<file path="config.mk">
export PLATFORM = sky130hd
export DESIGN_NAME = dp_job_issuer_flat
export DESIGN_NICKNAME = d
export VERILOG_FILES = /design/src/rtl/dp_job_issuer_if.sv /design/src/rtl/dp_job_issuer.sv /design/src/flat_wrapper.sv
export SDC_FILE = /design/constraint.sdc
export NUM_CORES = 2
export LEC_CHECK = 0
export CAP_MARGIN = 25
export CELL_PAD_IN_SITES_DETAIL_PLACEMENT = 1
export CELL_PAD_IN_SITES_GLOBAL_PLACEMENT = 1
export CORE_AREA = 4 4 407 409
export DETAILED_ROUTE_END_ITERATION = 8
export DIE_AREA = 0 0 411 413
export PLACE_DENSITY_LB_ADDON = 0.1
export SKIP_LAST_GASP = 1
export SLEW_MARGIN = 10
export SYNTH_ARGS = -nofsm -noshare
export SYNTH_HDL_FRONTEND = slang
export SYNTH_SLANG_ARGS = --single-unit
</file>
<file path="constraint.sdc">
create_clock -name clk_i -period 2.6 [get_ports clk_i]
set_clock_uncertainty 0.1 [all_clocks]
set_input_delay 0.52 -clock clk_i [delete_from_list [all_inputs] [get_ports clk_i]]
set_output_delay 0.52 -clock clk_i [all_outputs]
set_load 0.005 [all_outputs]
</file>
<file path="src/rtl/dp_job_issuer_if.sv">
// Peripheral-master bus between the job issuer and the accelerator register window.
interface dp_job_issuer_if;
  logic        req;
  logic        gnt;
  logic [31:0] add;
  logic        wen;
  logic [3:0]  be;
  logic [31:0] data;
  logic [31:0] r_data;
  logic        r_valid;

  modport master (output req, add, wen, be, data, input gnt, r_data, r_valid);
  modport slave  (input req, add, wen, be, data, output gnt, r_data, r_valid);
endinterface

</file>
<file path="src/rtl/dp_job_issuer.sv">
// Issues one accelerator job: acquire a job slot, write the parameter words,
// trigger, then wait for the completion event (optionally with a timeout).
module dp_job_issuer #(
  parameter int unsigned N_PARAMS    = 29,
  parameter logic [31:0] BASE_ADDR   = 32'h0000_0000,
  parameter int unsigned MAX_RETRY   = 16,
  parameter int unsigned EVT_TIMEOUT = 0
) (
  input  logic                      clk_i,
  input  logic                      rst_ni,
  input  logic                      job_valid_i,
  input  logic [N_PARAMS-1:0][31:0] job_params_i,
  output logic                      job_ready_o,
  dp_job_issuer_if.master           periph,
  input  logic                      evt_i,
  output logic                      busy_o,
  output logic                      done_o,
  output logic                      err_o,
  output logic [7:0]                job_id_o
);
  localparam int unsigned IW = (N_PARAMS > 1) ? $clog2(N_PARAMS) : 1;
  localparam int unsigned RW = $clog2(MAX_RETRY + 1);
  localparam int unsigned TW = (EVT_TIMEOUT > 0) ? $clog2(EVT_TIMEOUT + 1) : 1;
  localparam logic [IW-1:0] IDX_LAST = IW'(N_PARAMS - 1);
  localparam logic [RW-1:0] RTY_LAST = RW'(MAX_RETRY - 1);
  localparam logic [TW-1:0] TMO_LAST = TW'(EVT_TIMEOUT - 1);

  typedef enum logic [2:0] {
    S_IDLE, S_ACQ, S_ACQ_WAIT, S_WR_PARAM, S_TRIGGER, S_WAIT_EVT, S_FINISH
  } state_e;

  state_e                    state_q, state_d;
  logic [N_PARAMS-1:0][31:0] pbuf_q, pbuf_d;
  logic [IW-1:0]             idx_q, idx_d;
  logic [RW-1:0]             rcnt_q, rcnt_d;
  logic [TW-1:0]             tcnt_q, tcnt_d;
  logic [7:0]                id_q, id_d;
  logic                      err_q, err_d;

  always_ff @(posedge clk_i or negedge rst_ni) begin
    if (!rst_ni) begin
      state_q <= S_IDLE;
      pbuf_q  <= '0;
      idx_q   <= '0;
      rcnt_q  <= '0;
      tcnt_q  <= '0;
      id_q    <= '0;
      err_q   <= 1'b0;
    end else begin
      state_q <= state_d;
      pbuf_q  <= pbuf_d;
      idx_q   <= idx_d;
      rcnt_q  <= rcnt_d;
      tcnt_q  <= tcnt_d;
      id_q    <= id_d;
      err_q   <= err_d;
    end
  end

  always_comb begin
    state_d = state_q;
    pbuf_d  = pbuf_q;
    idx_d   = idx_q;
    rcnt_d  = rcnt_q;
    tcnt_d  = tcnt_q;
    id_d    = id_q;
    err_d   = 1'b0;
    case (state_q)
      S_IDLE: if (job_valid_i) begin
        pbuf_d  = job_params_i;
        rcnt_d  = '0;
        state_d = S_ACQ;
      end
      S_ACQ: if (periph.gnt) state_d = S_ACQ_WAIT;
      S_ACQ_WAIT: if (periph.r_valid) begin
        // All-ones read back means the accelerator has no free job slot
        if (periph.r_data == 32'hFFFF_FFFF) begin
          rcnt_d = rcnt_q + 1'b1;
          if (rcnt_q == RTY_LAST) begin
            err_d   = 1'b1;
            state_d = S_IDLE;
          end else begin
            state_d = S_ACQ;
          end
        end else begin
          id_d    = periph.r_data[7:0];
          idx_d   = '0;
          state_d = S_WR_PARAM;
        end
      end
      S_WR_PARAM: if (periph.gnt) begin
        if (idx_q == IDX_LAST) state_d = S_TRIGGER;
        else                   idx_d   = idx_q + 1'b1;
      end
      S_TRIGGER: if (periph.gnt) begin
        tcnt_d  = '0;
        state_d = S_WAIT_EVT;
      end
      S_WAIT_EVT: begin
        if (evt_i) begin
          state_d = S_FINISH;
        end else if (EVT_TIMEOUT != 0) begin
          if (tcnt_q == TMO_LAST) begin
            err_d   = 1'b1;
            state_d = S_IDLE;
          end else begin
            tcnt_d = tcnt_q + 1'b1;
          end
        end
      end
      S_FINISH: state_d = S_IDLE;
      default:  state_d = S_IDLE;
    endcase
  end

  always_comb begin
    periph.req  = 1'b0;
    periph.wen  = 1'b1;
    periph.be   = 4'hF;
    periph.add  = '0;
    periph.data = '0;
    case (state_q)
      S_ACQ: begin
        periph.req = 1'b1;
        periph.add = BASE_ADDR + 32'h04;
      end
      S_WR_PARAM: begin
        periph.req  = 1'b1;
        periph.wen  = 1'b0;
        periph.add  = BASE_ADDR + 32'h40 + (32'(idx_q) << 2);
        periph.data = pbuf_q[idx_q];
      end
      S_TRIGGER: begin
        periph.req = 1'b1;
        periph.wen = 1'b0;
        periph.add = BASE_ADDR;
      end
      default: ;
    endcase
    busy_o      = (state_q != S_IDLE);
    job_ready_o = (state_q == S_IDLE) && rst_ni;
    done_o      = (state_q == S_FINISH);
    err_o       = err_q;
    job_id_o    = id_q;
  end
endmodule

</file>
<file path="src/flat_wrapper.sv">
// flat-port wrapper written by rule: the top's interface ports become plain ports
module dp_job_issuer_flat 
#(
  parameter int unsigned N_PARAMS    = 29,
  parameter logic [31:0] BASE_ADDR   = 32'h0000_0000,
  parameter int unsigned MAX_RETRY   = 16,
  parameter int unsigned EVT_TIMEOUT = 0
)
  (clk_i, rst_ni, job_valid_i, job_params_i, job_ready_o, evt_i, busy_o, done_o, err_o, job_id_o, periph_req, periph_add, periph_wen, periph_be, periph_data, periph_gnt, periph_r_data, periph_r_valid);
  dp_job_issuer_if periph_i ();
  input  logic clk_i;
  input  logic rst_ni;
  input  logic job_valid_i;
  input  logic [N_PARAMS-1:0][31:0] job_params_i;
  output logic job_ready_o;
  input  logic evt_i;
  output logic busy_o;
  output logic done_o;
  output logic err_o;
  output logic [7:0] job_id_o;
  output wire logic [$bits(periph_i.req)-1:0] periph_req;
  output wire logic [$bits(periph_i.add)-1:0] periph_add;
  output wire logic [$bits(periph_i.wen)-1:0] periph_wen;
  output wire logic [$bits(periph_i.be)-1:0] periph_be;
  output wire logic [$bits(periph_i.data)-1:0] periph_data;
  input wire logic [$bits(periph_i.gnt)-1:0] periph_gnt;
  input wire logic [$bits(periph_i.r_data)-1:0] periph_r_data;
  input wire logic [$bits(periph_i.r_valid)-1:0] periph_r_valid;
  assign periph_req = periph_i.req;
  assign periph_add = periph_i.add;
  assign periph_wen = periph_i.wen;
  assign periph_be = periph_i.be;
  assign periph_data = periph_i.data;
  assign periph_i.gnt = periph_gnt;
  assign periph_i.r_data = periph_r_data;
  assign periph_i.r_valid = periph_r_valid;
  dp_job_issuer #(.N_PARAMS(N_PARAMS), .BASE_ADDR(BASE_ADDR), .MAX_RETRY(MAX_RETRY), .EVT_TIMEOUT(EVT_TIMEOUT)) u_core (.clk_i(clk_i), .rst_ni(rst_ni), .job_valid_i(job_valid_i), .job_params_i(job_params_i), .job_ready_o(job_ready_o), .periph(periph_i), .evt_i(evt_i), .busy_o(busy_o), .done_o(done_o), .err_o(err_o), .job_id_o(job_id_o));
endmodule
</file>
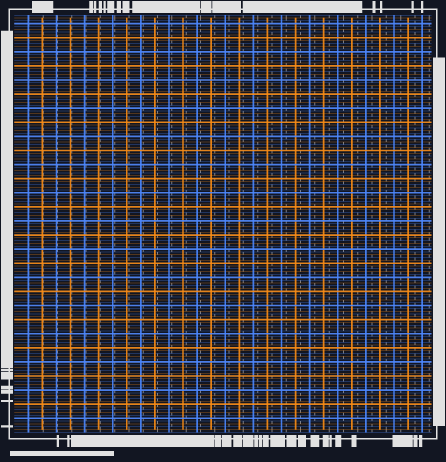
(PDN straps and rails)
Scale bar: 100 um. Pins as bars on the die edge. Tap cells in grey.
| colour | net |
|---|---|
| orange | VDD |
| blue | VSS |
signal pins: 1,048
met1 rails: 149
met5 straps: 29
height of the chip: 413 um
Horiz. Die Dim: 411 um
Worst IR Drop VDD: 0.000580 V
area of the core region: 0.162 mm^2

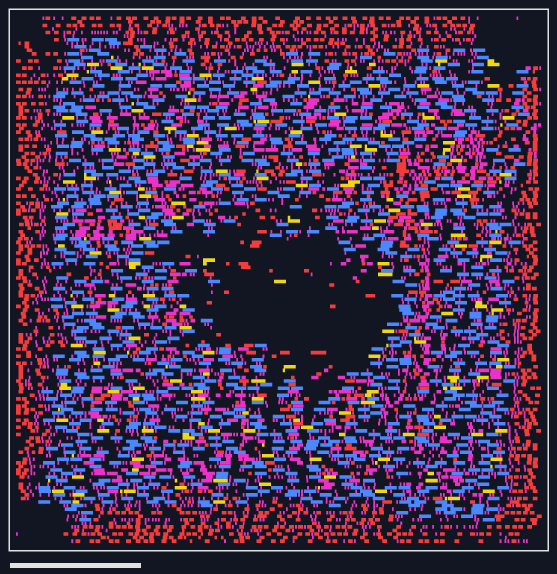
(cell classes on the final placement)
Scale bar: 100 um.
| colour | class | cells |
|---|---|---|
| blue | sequential cells | 950 |
| magenta | combinational and other logic | 3,408 |
| yellow | clock drivers and dummy loads | 206 |
| red | remaining buffers and delay cells | 1,448 |
utilization of the core after routing: 39.6%
sequential portion of the cell area: 37.1%

==> out/metrics.csv <==
stage,metric,value,unit
outcome,status,"finished, violations left",
outcome,violated_checks,negative setup slack,
routing,dr.pass1.iters,7,
logic_synthesis,top_cell_area_share,54.9,%
logic_synthesis,netlist_area,0.0433,mm^2
critical_path,crit-reg2reg-launch,u_core.idx_q[0],
sta,final_max_slew_violation_tally,0,
placement,pre_cts_slack,-1.15,ns
critical_path,critical_path.endpoint,periph_data[29],
cts,cts.hold.buffers_added,1,
placement,place_area,0.0585,mm^2
routing,detailedRoute.firstIterationViolations,2710,
floorplanning,row_count,148,
cts,cts_inserted_buffers,114,
global_route,gr-usage-met1,32.9,%
logic_synthesis,yosysCellCount,4663,
finish,final-instance-count-excl-fill,8204,
finish,largest_cell_class,registers,
critical_path,reg2reg_setup_slack,-0.07,ns
hold_path,hold-path-endpoint,u_core.pbuf_q[242],
floorplanning,floorplan.die_area,0.170,mm^2
critical_path,worst-endpoint-required,1.98,ns
cts,clock-root-buffer,sky130_fd_sc_hd__clkbuf_16,
critical_path,critPathCaptureType,output pin,
logic_synthesis,synth.most_common_cell,sky130_fd_sc_hd__nand2_1,
sta,final-setup-viol-count,38,
power,power_frac_seq,35.9,%
sta,grt_setup_unrepaired,yes,
logic_synthesis,ys_sh_adder,0.116,%
global_route,grt_pass1_wl,302000,um
finish,final-nonclk-buf-share,23.1,%
finish,comb_cells,3399,
hold_path,worst_hold_startpoint,job_params_i[242],
finish,multi_input_comb_area,0.0189,mm^2
logic_synthesis,area_leaders,"sky130_fd_sc_hd__dfrtp_1 55%, sky130_fd_sc_hd__nand2_1 24%, sky130_fd_sc_hd__mux4_2 10%, sky130_fd_sc_hd__mux2i_1 2.3%, sky130_fd_sc_hd__buf_2 1.9%",
hold_path,min_path_type,input port to flop,
sta,max-slew-margin-rel,40.3,%
critical_path,number_of_cells_on_the_worst_reg_to_reg_path,10,
routing,dr_wl_met3,12800,um
power,power.sequential.total,26200,uW
logic_synthesis,asyncSetResetFlopFracSynth,100,%
cts,tritoncts,yes,
finish,largest_reg_flops,928,
placement,place_congestion,0.874,
sta,post-route-min-period,3.68,ns
routing,drt-vias-per-instance,4.64,
cts,cts-resized-gates,337,
critical_path,cell_type_group_with_the_largest_total_delay_on_the_critical_path,buffers and inverters,
routing,antenna_left,0,
floorplanning,core_util_floorplan,26.7,%
sta,setup-tns-final,-32.72,ns
hold_path,min_path_cells,3,
finish,inverters,9,
routing,highest-signal-layer,met5,
sta,max_clock_freq,272,MHz
finish,signal_buffers,1448,
global_route,grt.busiest_layer,met2,
critical_path,critPathKind,flop to output pin,
finish,layout.clock_buffers,176,
logic_synthesis,synth-compound-area-share,2.92,%
placement,placedCellCount,7910,
finish,drive_above_1_share,16.5,%
finish,final_common_cell,sky130_fd_sc_hd__nand2_1,
global_route,grt_util_met2,40.1,%
sta,min_period_over_period,142,%
sta,final.setup.worst_slack,-1.08,ns
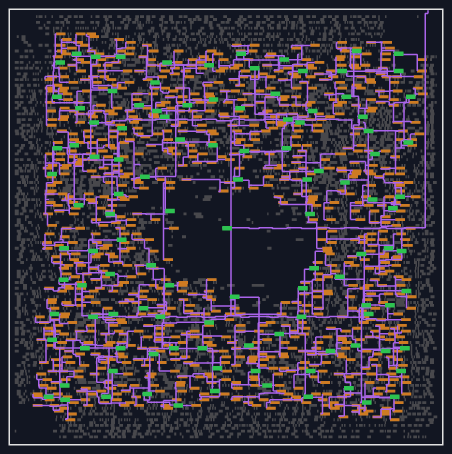
(clock distribution)
[purple] clock wires | length: 14,500 um
[green] clock drivers | count: 114
[orange] flip-flops | count: 950
flops lie: all over the die
routed clock nets: 115

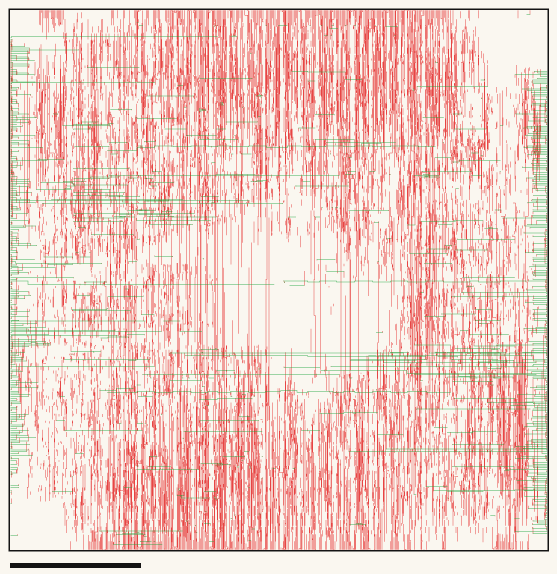
(wiring by layer)
Scale bar: 100 um. Two of the layers only.
| colour | layer | wire length |
|---|---|---|
| green | metal 3 | 12,800 um |
| red | metal 2 | 101 mm |
total via count in the routed design: 38,069
total detailed-routing wirelength: 214,000 um
total routing usage reported by global routing: 24.7%
per-cell routed wire length: 26.1 um

Power is estimated from default activity; no workload was simulated.
